Run 1, routing congestion map:
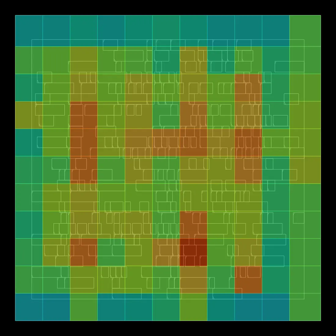
Run 1, M2 wires:
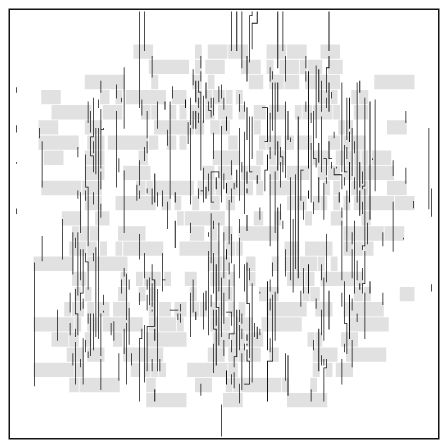
Run 1, sequential cells grouped by signal name:
Other sequential cells in the stronger gray, the rest of the logic in the fainter gray.
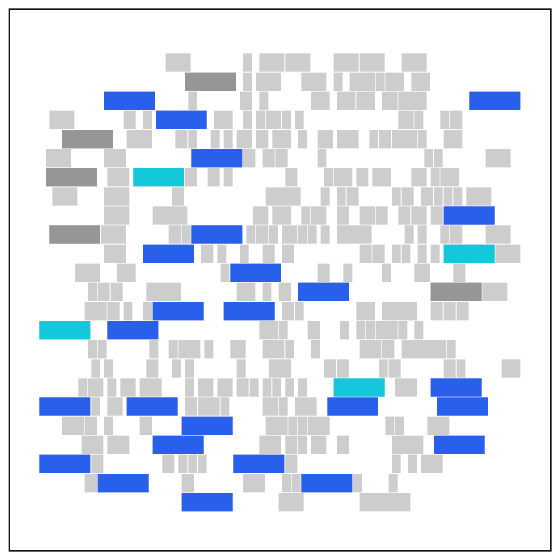
Run 1, met3 routing:
The bar under the picture is 20 um long.
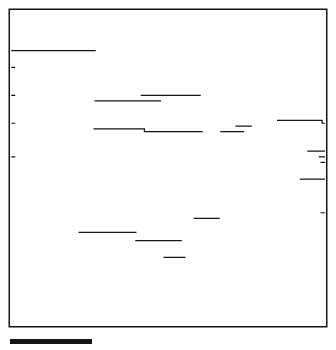
File: config.mk
export PLATFORM = sky130hd
export DESIGN_NAME = bridge_deadtime_flat
export DESIGN_NICKNAME = d
export VERILOG_FILES = /design/src/rtl/bridge_deadtime_pkg.sv /design/src/rtl/bridge_deadtime_if.sv /design/src/rtl/bridge_deadtime.sv /design/src/flat_wrapper.sv
export SDC_FILE = /design/constraint.sdc
export NUM_CORES = 1
export LEC_CHECK = 0
export ABC_AREA = 1
export CAP_MARGIN = 20
export CORE_MARGIN = 4
export CORE_UTILIZATION = 40
export CTS_CLUSTER_DIAMETER = 120
export CTS_CLUSTER_SIZE = 28
export DETAILED_ROUTE_END_ITERATION = 12
export GPL_TIMING_DRIVEN = 1
export PLACE_DENSITY_LB_ADDON = 0.08
export SLEW_MARGIN = 20
export SYNTH_ARGS = -nofsm -noshare
export SYNTH_HDL_FRONTEND = slang
export SYNTH_SLANG_ARGS = --single-unit
File: constraint.sdc
create_clock -name clk -period 2.4 [get_ports clk]
set_input_delay 0.24 -clock clk [delete_from_list [all_inputs] [get_ports clk]]
set_output_delay 0.24 -clock clk [all_outputs]
set_load 0.05 [all_outputs]
File: src/rtl/bridge_deadtime_pkg.sv
// Shared types for the H-bridge dead-time stage: FSM state,
// leg mask type and the shoot-through legality check.
package bridge_pkg;

  typedef enum logic {
    S_OFF = 1'b0,
    S_ON  = 1'b1
  } bridge_state_t;

  typedef logic [3:0] leg_mask_t;

  function automatic logic is_legal(
    input leg_mask_t t,
    input leg_mask_t b
  );
    return (t & b) == '0;
  endfunction

endpackage

File: src/rtl/bridge_deadtime_if.sv
// Gate request/drive bundle between the converter FSM and the pins.
// master: requests (top_req/bot_req/kill/clr_fault); slave: drives top/bot/busy/fault.
interface bridge_deadtime_if;
  import bridge_pkg::*;

  leg_mask_t top_req;
  leg_mask_t bot_req;
  logic      kill;
  logic      clr_fault;
  leg_mask_t top;
  leg_mask_t bot;
  logic      busy;
  logic      fault;

  modport master (
    output top_req, bot_req, kill, clr_fault,
    input  top, bot, busy, fault
  );

  modport slave (
    input  top_req, bot_req, kill, clr_fault,
    output top, bot, busy, fault
  );

endinterface

File: src/rtl/bridge_deadtime.sv
// Dead-time / min-on gate sequencer with kill and sticky fault.
// Ports: clk, rstn (sync active-low), bus (slave: req in, gate drive out).
module bridge_deadtime
  import bridge_pkg::*;
#(
  parameter int FREQ     = 50000000,
  parameter int DEADTIME = FREQ / 500000,
  parameter int MIN_ON   = FREQ / 100000,
  parameter int CNT_W    = 16
) (
  input  logic               clk,
  input  logic               rstn,
  bridge_deadtime_if.slave   bus
);

  localparam logic [CNT_W-1:0] DT_LD = CNT_W'(DEADTIME);
  localparam logic [CNT_W-1:0] MO_LD = CNT_W'(MIN_ON);

  typedef struct packed {
    bridge_state_t    state;
    logic [CNT_W-1:0] timer;
    logic [7:0]       cur;
    logic [7:0]       out;
    logic             fault;
  } reg_t;

  localparam reg_t REG_RST = '{
    state: S_OFF,
    timer: DT_LD,
    cur:   '0,
    out:   '0,
    fault: 1'b0
  };

  reg_t r_q;
  reg_t r_d;

  logic             legal;
  logic [7:0]       ereq;
  logic [CNT_W-1:0] tmr_dec;

  always_comb begin
    legal   = is_legal(bus.top_req, bus.bot_req);
    ereq    = (bus.kill || !legal) ? 8'h00
                                   : {bus.top_req, bus.bot_req};
    tmr_dec = (r_q.timer == '0) ? '0 : r_q.timer - 1'b1;

    r_d       = r_q;
    r_d.fault = (r_q.fault && !bus.clr_fault) || !legal;

    if (bus.kill) begin
      // Hold dead time at full length until kill drops.
      r_d.state = S_OFF;
      r_d.timer = DT_LD;
      r_d.out   = '0;
    end else begin
      unique case (r_q.state)
        S_OFF: begin
          if (r_q.timer != '0) begin
            r_d.timer = tmr_dec;
          end else if (ereq != '0) begin
            r_d.state = S_ON;
            r_d.timer = MO_LD;
            r_d.cur   = ereq;
            r_d.out   = ereq;
          end
        end
        S_ON: begin
          r_d.timer = tmr_dec;
          // Zero request exits at once; a different pattern
          // waits for min-on to expire.
          if (ereq != r_q.cur &&
              (ereq == '0 || r_q.timer == '0)) begin
            r_d.state = S_OFF;
            r_d.timer = DT_LD;
            r_d.out   = '0;
          end
        end
        default: begin
          r_d = REG_RST;
        end
      endcase
    end
  end

  always_ff @(posedge clk) begin
    if (!rstn) begin
      r_q <= REG_RST;
    end else begin
      r_q <= r_d;
    end
  end

  assign bus.top   = r_q.out[7:4];
  assign bus.bot   = r_q.out[3:0];
  assign bus.fault = r_q.fault;
  assign bus.busy  = (r_q.state == S_OFF) && (r_q.timer != '0);

endmodule
File: src/flat_wrapper.sv
// flat-port wrapper written by rule: the top's interface ports become plain ports
module bridge_deadtime_flat import bridge_pkg::*;
#(
  parameter int FREQ     = 50000000,
  parameter int DEADTIME = FREQ / 500000,
  parameter int MIN_ON   = FREQ / 100000,
  parameter int CNT_W    = 16
)
  (clk, rstn, bus_top_req, bus_bot_req, bus_kill, bus_clr_fault, bus_top, bus_bot, bus_busy, bus_fault);
  bridge_deadtime_if bus_i ();
  input  logic clk;
  input  logic rstn;
  input wire logic [$bits(bus_i.top_req)-1:0] bus_top_req;
  input wire logic [$bits(bus_i.bot_req)-1:0] bus_bot_req;
  input wire logic [$bits(bus_i.kill)-1:0] bus_kill;
  input wire logic [$bits(bus_i.clr_fault)-1:0] bus_clr_fault;
  output wire logic [$bits(bus_i.top)-1:0] bus_top;
  output wire logic [$bits(bus_i.bot)-1:0] bus_bot;
  output wire logic [$bits(bus_i.busy)-1:0] bus_busy;
  output wire logic [$bits(bus_i.fault)-1:0] bus_fault;
  assign bus_i.top_req = bus_top_req;
  assign bus_i.bot_req = bus_bot_req;
  assign bus_i.kill = bus_kill;
  assign bus_i.clr_fault = bus_clr_fault;
  assign bus_top = bus_i.top;
  assign bus_bot = bus_i.bot;
  assign bus_busy = bus_i.busy;
  assign bus_fault = bus_i.fault;
  bridge_deadtime #(.FREQ(FREQ), .DEADTIME(DEADTIME), .MIN_ON(MIN_ON), .CNT_W(CNT_W)) u_core (.clk(clk), .rstn(rstn), .bus(bus_i));
endmodule
==> Changelog: implementation, run 1 <==
### Physical design

- Cell Rows: 24
- HPWL after detailed placement: 3.40 mm
- Status: completed
- Synth area leader: dfxtp_1
- Largest stage delay on the critical path: 310 ps
- Top layer in use: met4
- Hold path startpoint: u_core.bus.fault$_SDFF_PN0_
- Total gr overflow: 0
- WL/cell: 13.2 um
- Internal power: 0.828 mW
- Seq group: 0.575 mW
- Mean Syn Cell Area: 7.32 sq um
- Synthesis Warnings: 0
- P per Cell Area: around 500 nW/um^2
- Min-Delay Path Class: flip-flop to flip-flop
- Storage cell area: a little under 700 sq um
- Max FO, Critical Path: 8
- Post-synth regs: 34
- CTS Buffer Depth: 2
- Basic Gates by Area: approximately a third
- Crit. Startpoint: u_core.r_q[17]$_SDFFE_PP0P_
- Hold path depth: 2
- Crit path buffers/inverters: 3
- Peak VDD IR: approximately 0.32 mV
- Die area: 5900 sq um
- Top cells by area: dfxtp_1 (36%), nand2_1 (9.3%), nand3_1 (6.6%)
- Clk pwr share: a little over a third
- Met2 Wirelength: 1.95 mm
- Core area: 4470 sq um
- Initial antenna violation count: 0
- CP Capture Type: primary output
- # Cells Yosys: 259
- Lkg Pwr: between 0.8 and 0.9 nW
- Complex Gates by Area: 11.4%
Notes on 'routing congestion map' above:
met1 Track Usage GR: 24.0%
gr usage total: 15.9%

Notes on 'M2 wires' above:
The layer holds 44% of the routed length. The longest straight run is 37.7 um.
met2 usage in global routing: 22.9%
vias: 1742
final WL: 4.45 mm

Notes on 'sequential cells grouped by signal name' above:
Blue shows `u_core.r_q`, sequential cells 25, where spread over the die. Cyan shows `u_core.bus.bot`, sequential cells 4.
Another 5 sequential cells are not colored.

Notes on 'met3 routing' above:
The wires run mostly horizontal. The layer carries 150 um of wire. The layer holds 3.4% of the routed length. The longest straight run is 20.2 um.
M3 GR Usage: 3.63%

run 1: per-stage QoR:
step                instances  hold WS [ps]  area, sq um  setup WS, ps
floorplan                 259           403         1900           500
CTS                       338           472         2240           143
detailed placement        331           462         2160          4.68
global route              338           497         2240          7.68
finish                    338           465         2240           242
global placement          331           472         2160          3.44
run 1: area by class of cell:
| type | count | area share (%) |
|---|---|---|
| well taps | 52 | 2.91 |
| flip-flops and latches | 34 | 30.4 |
| clock inverters | 2 | 0.447 |
| clock buffers | 5 | 3.07 |
| multi-input cells | 180 | 43.8 |
| repair buffers | 37 | 14.6 |
| inverters | 28 | 4.70 |
run 1: sequential cells by signal, summed over array words and instances (netlist names):
register          flops
u_core.r_q           25
u_core.bus.fault      1
u_core.bus.top        4
u_core.bus.bot        4
Run 1, logic cells by family:
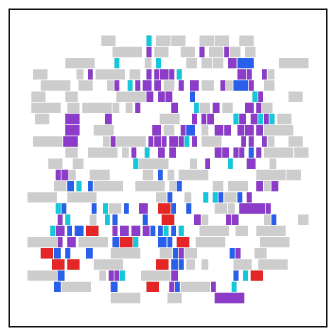

--- run 2 (diff from run 1) ---
- CORE_MARGIN: 4 -> 2
- REMOVE_ABC_BUFFERS: not set -> 1
Run 2, logic cells by family:
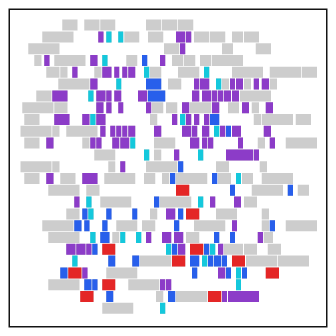
Purple shows nand cells, cells 93, most used nand2_1. Cyan shows inv cells, cells 28, most used inv_1. Blue shows nor cells, cells 40, most used nor2_1. Red shows xor and xnor cells, cells 11, most used xor2_1.
Final Non-Filler Cells: 335
most frequent logic cell in the layout: nand2_1
combinational share of cell area: 44.3%

Run 2, met3 routing:
The bar under the picture is 20 um long.
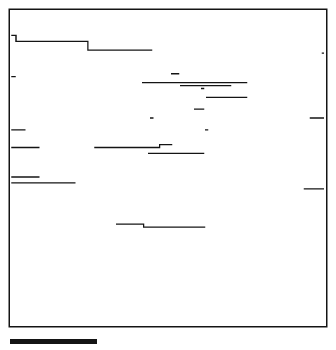
14 nets have wire on it. The wires run mostly horizontal.

==> Changelog: implementation, run 2 <==
### Physical design

- Synth area leader: dfxtp_1
- Hold path depth: 2
- Max FO, Critical Path: 8
- CTS Buffer Depth: 2
- Min Hold Slack: 478 ps
- Vias: ~1700
- Placed insts: 329
- Gr usage total: 17.9%
- Lkg Pwr: 0.878 nW
- Post-synth regs: 34
- Status: completed
- # Cells Yosys: 259
- P per Cell Area: 518 nW/um^2
- Top layer in use: met4
- Initial antenna violation count: 0
- Cell Rows: 25
- Met1 Track Usage GR: 24.9%
- CP Capture Type: primary output
- WL/cell: 12.9 um
- Mean Syn Cell Area: between 7 and 8 sq um
- Core area: about 4700 sq um
- HPWL after detailed placement: 3.19 mm
Run 2, sequential cells grouped by signal name:
Other sequential cells in the stronger gray, the rest of the logic in the fainter gray.
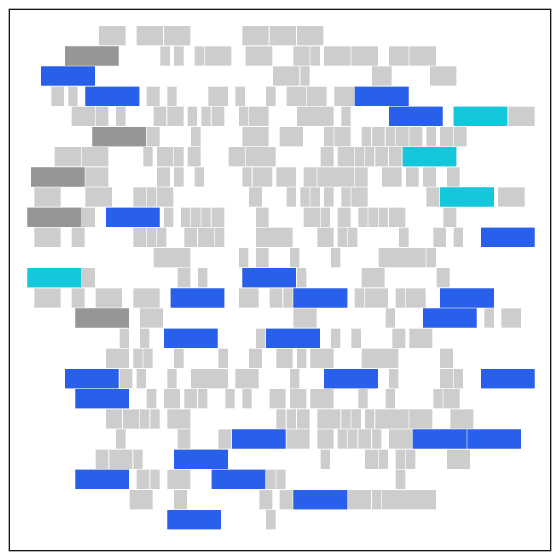
Blue shows `u_core.r_q`, sequential cells 25, where spread over the die. Cyan shows `u_core.bus.bot`, sequential cells 4.
Another 5 sequential cells are not colored.

==> run 2: final cells by class <==
class	count	area, sq um
inverter	28	105
timing repair buffer	33	298
multi-input combinational	180	981
tap	54	67.6
clock buffer	6	82.6
sequential	34	681
fill	492	2450
==> run 2: kinds of logic after synthesis <==
family                     synth area share (%)
AOI/OAI and AO/OA                          11.4
DFF                                        35.9
xor gates and xnor gates                   5.08
and+or+nand+nor                            34.7
adders and majority gates                 0.660
buffers and inverters                      12.3
==> run 2: power by group <==
part           internal [mW]  switching [mW]
clock                  0.221           0.208
combinational         0.0592          0.0826
sequential             0.570         0.00517
total                  0.851           0.295
==> run 2: per-stage QoR <==
step,area (sq um),setup slack (ps)
global placement,2130,64.1
detailed placement,2130,-13.8
floorplan,1770,460
CTS,2210,159
global route,2210,11.6
finish,2210,207
Run 2, M2 wires:
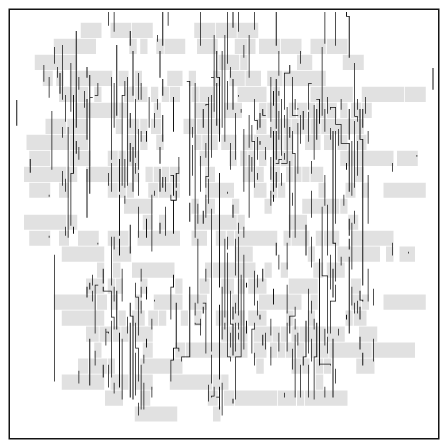

--- run 3 (diff from run 2) ---
- PLACE_DENSITY_LB_ADDON: 0.08 -> 0.25
- TNS_END_PERCENT: not set -> 30
Run 3, M2 wires:
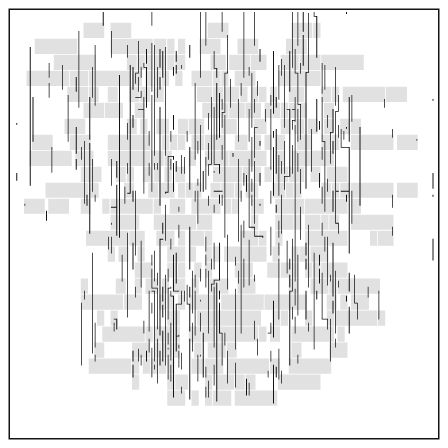
229 nets have wire on it. The longest straight run is 27.5 um.
vias: 1729
final WL: 4.17 mm
met2 usage in global routing: 26.3%

Run 3, logic cells by family:
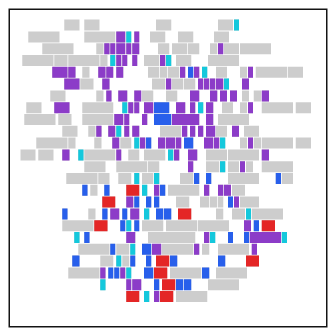
Purple shows nand cells, cells 93, most used nand2_1. Blue shows nor cells, cells 40, most used nor2_1. Cyan shows inv cells, cells 28, most used inv_1. Red shows xor and xnor cells, cells 11, most used xor2_1.
combinational share of cell area: 43.2%
Final Non-Filler Cells: 341

Run 3, sequential cells grouped by signal name:
Other sequential cells in the stronger gray, the rest of the logic in the fainter gray.
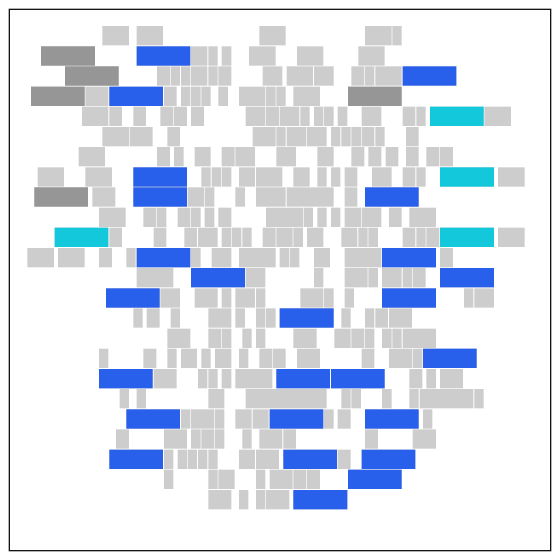
Cyan shows `u_core.bus.bot`, sequential cells 4. Blue shows `u_core.r_q`, sequential cells 25.
Another 5 sequential cells are not colored.

==> Changelog: implementation, run 3 <==
### Physical design

- Synth area leader: dfxtp_1
- Met1 Track Usage GR: 24.5%
- Clk pwr share: 42.1%
- Lkg Pwr: ~0.90 nW
- # Cells Yosys: about 260
- Largest stage delay on the critical path: 310 ps
- Post-route cell area: between 2000 and 2500 sq um
- Sequential power share: 46.1%
- Max reg flops: 25
- Post-synth regs: 34
- Area fraction in mux cells: 0%
- Most flops, register: u_core.r_q
- Total gr overflow: 0
- Post-route setup slack: 270 ps
- Top cells by area: dfxtp_1 (36%), nand2_1 (9.3%), nand3_1 (6.6%)
- Complex Gates by Area: between 10 and 15%
- WL/cell: 12.2 um
- Max FO, Critical Path: 8
- Combinational gate area: 981 sq um
- Main logic family after synthesis: simple AND/OR/NAND/NOR gates
- Min Hold Slack: 467 ps
- Adders+Majority by Area: less than 1%
- Crit. Startpoint: u_core.r_q[17]$_SDFFE_PP0P_
- Storage cell area: 681 sq um
- Internal power: 0.943 mW
- Area after DPL: 2160 sq um
- Status: completed
- Placed insts: 333
- P per Cell Area: 549 nW/um^2
- Cell Rows: 25
- Synthesis Warnings: 0
- M3 GR Usage: 3.73%
- Hold path startpoint: u_core.bus.fault$_SDFF_PN0_
- Hold path depth: 2
- Initial antenna violation count: 0
- Switch share: 24.3%
run 3: logic make-up (layout without fill, tap and decap cells):
logic type	count (synthesis)	after routing
simple gates	134	134
buf+inv	45	73
fa+ha+maj	1	1
flops	34	34
compound gates	34	34
xor+xnor	11	11
run 3: final cells by class:
class                           instances  area share (%)
Clock buffer                            6            3.19
Clock inverter                          2            1.65
Inverter                               28            4.63
Multi-Input combinational cell        180            43.2
Sequential cell                        34            30.0
Tap cell                               54            2.97
Timing Repair Buffer                   37            14.4
run 3: power groups by stage:
stage               registers, mW  logic [mW]  clock network, mW
floorplan                   0.592      0.0771                  0
global placement            0.588       0.146                  0
detailed placement          0.588       0.146                  0
CTS                         0.575       0.147              0.530
global route                0.576       0.164              0.556
finish                      0.575       0.147              0.525
Power and IR drop assume default switching activity.
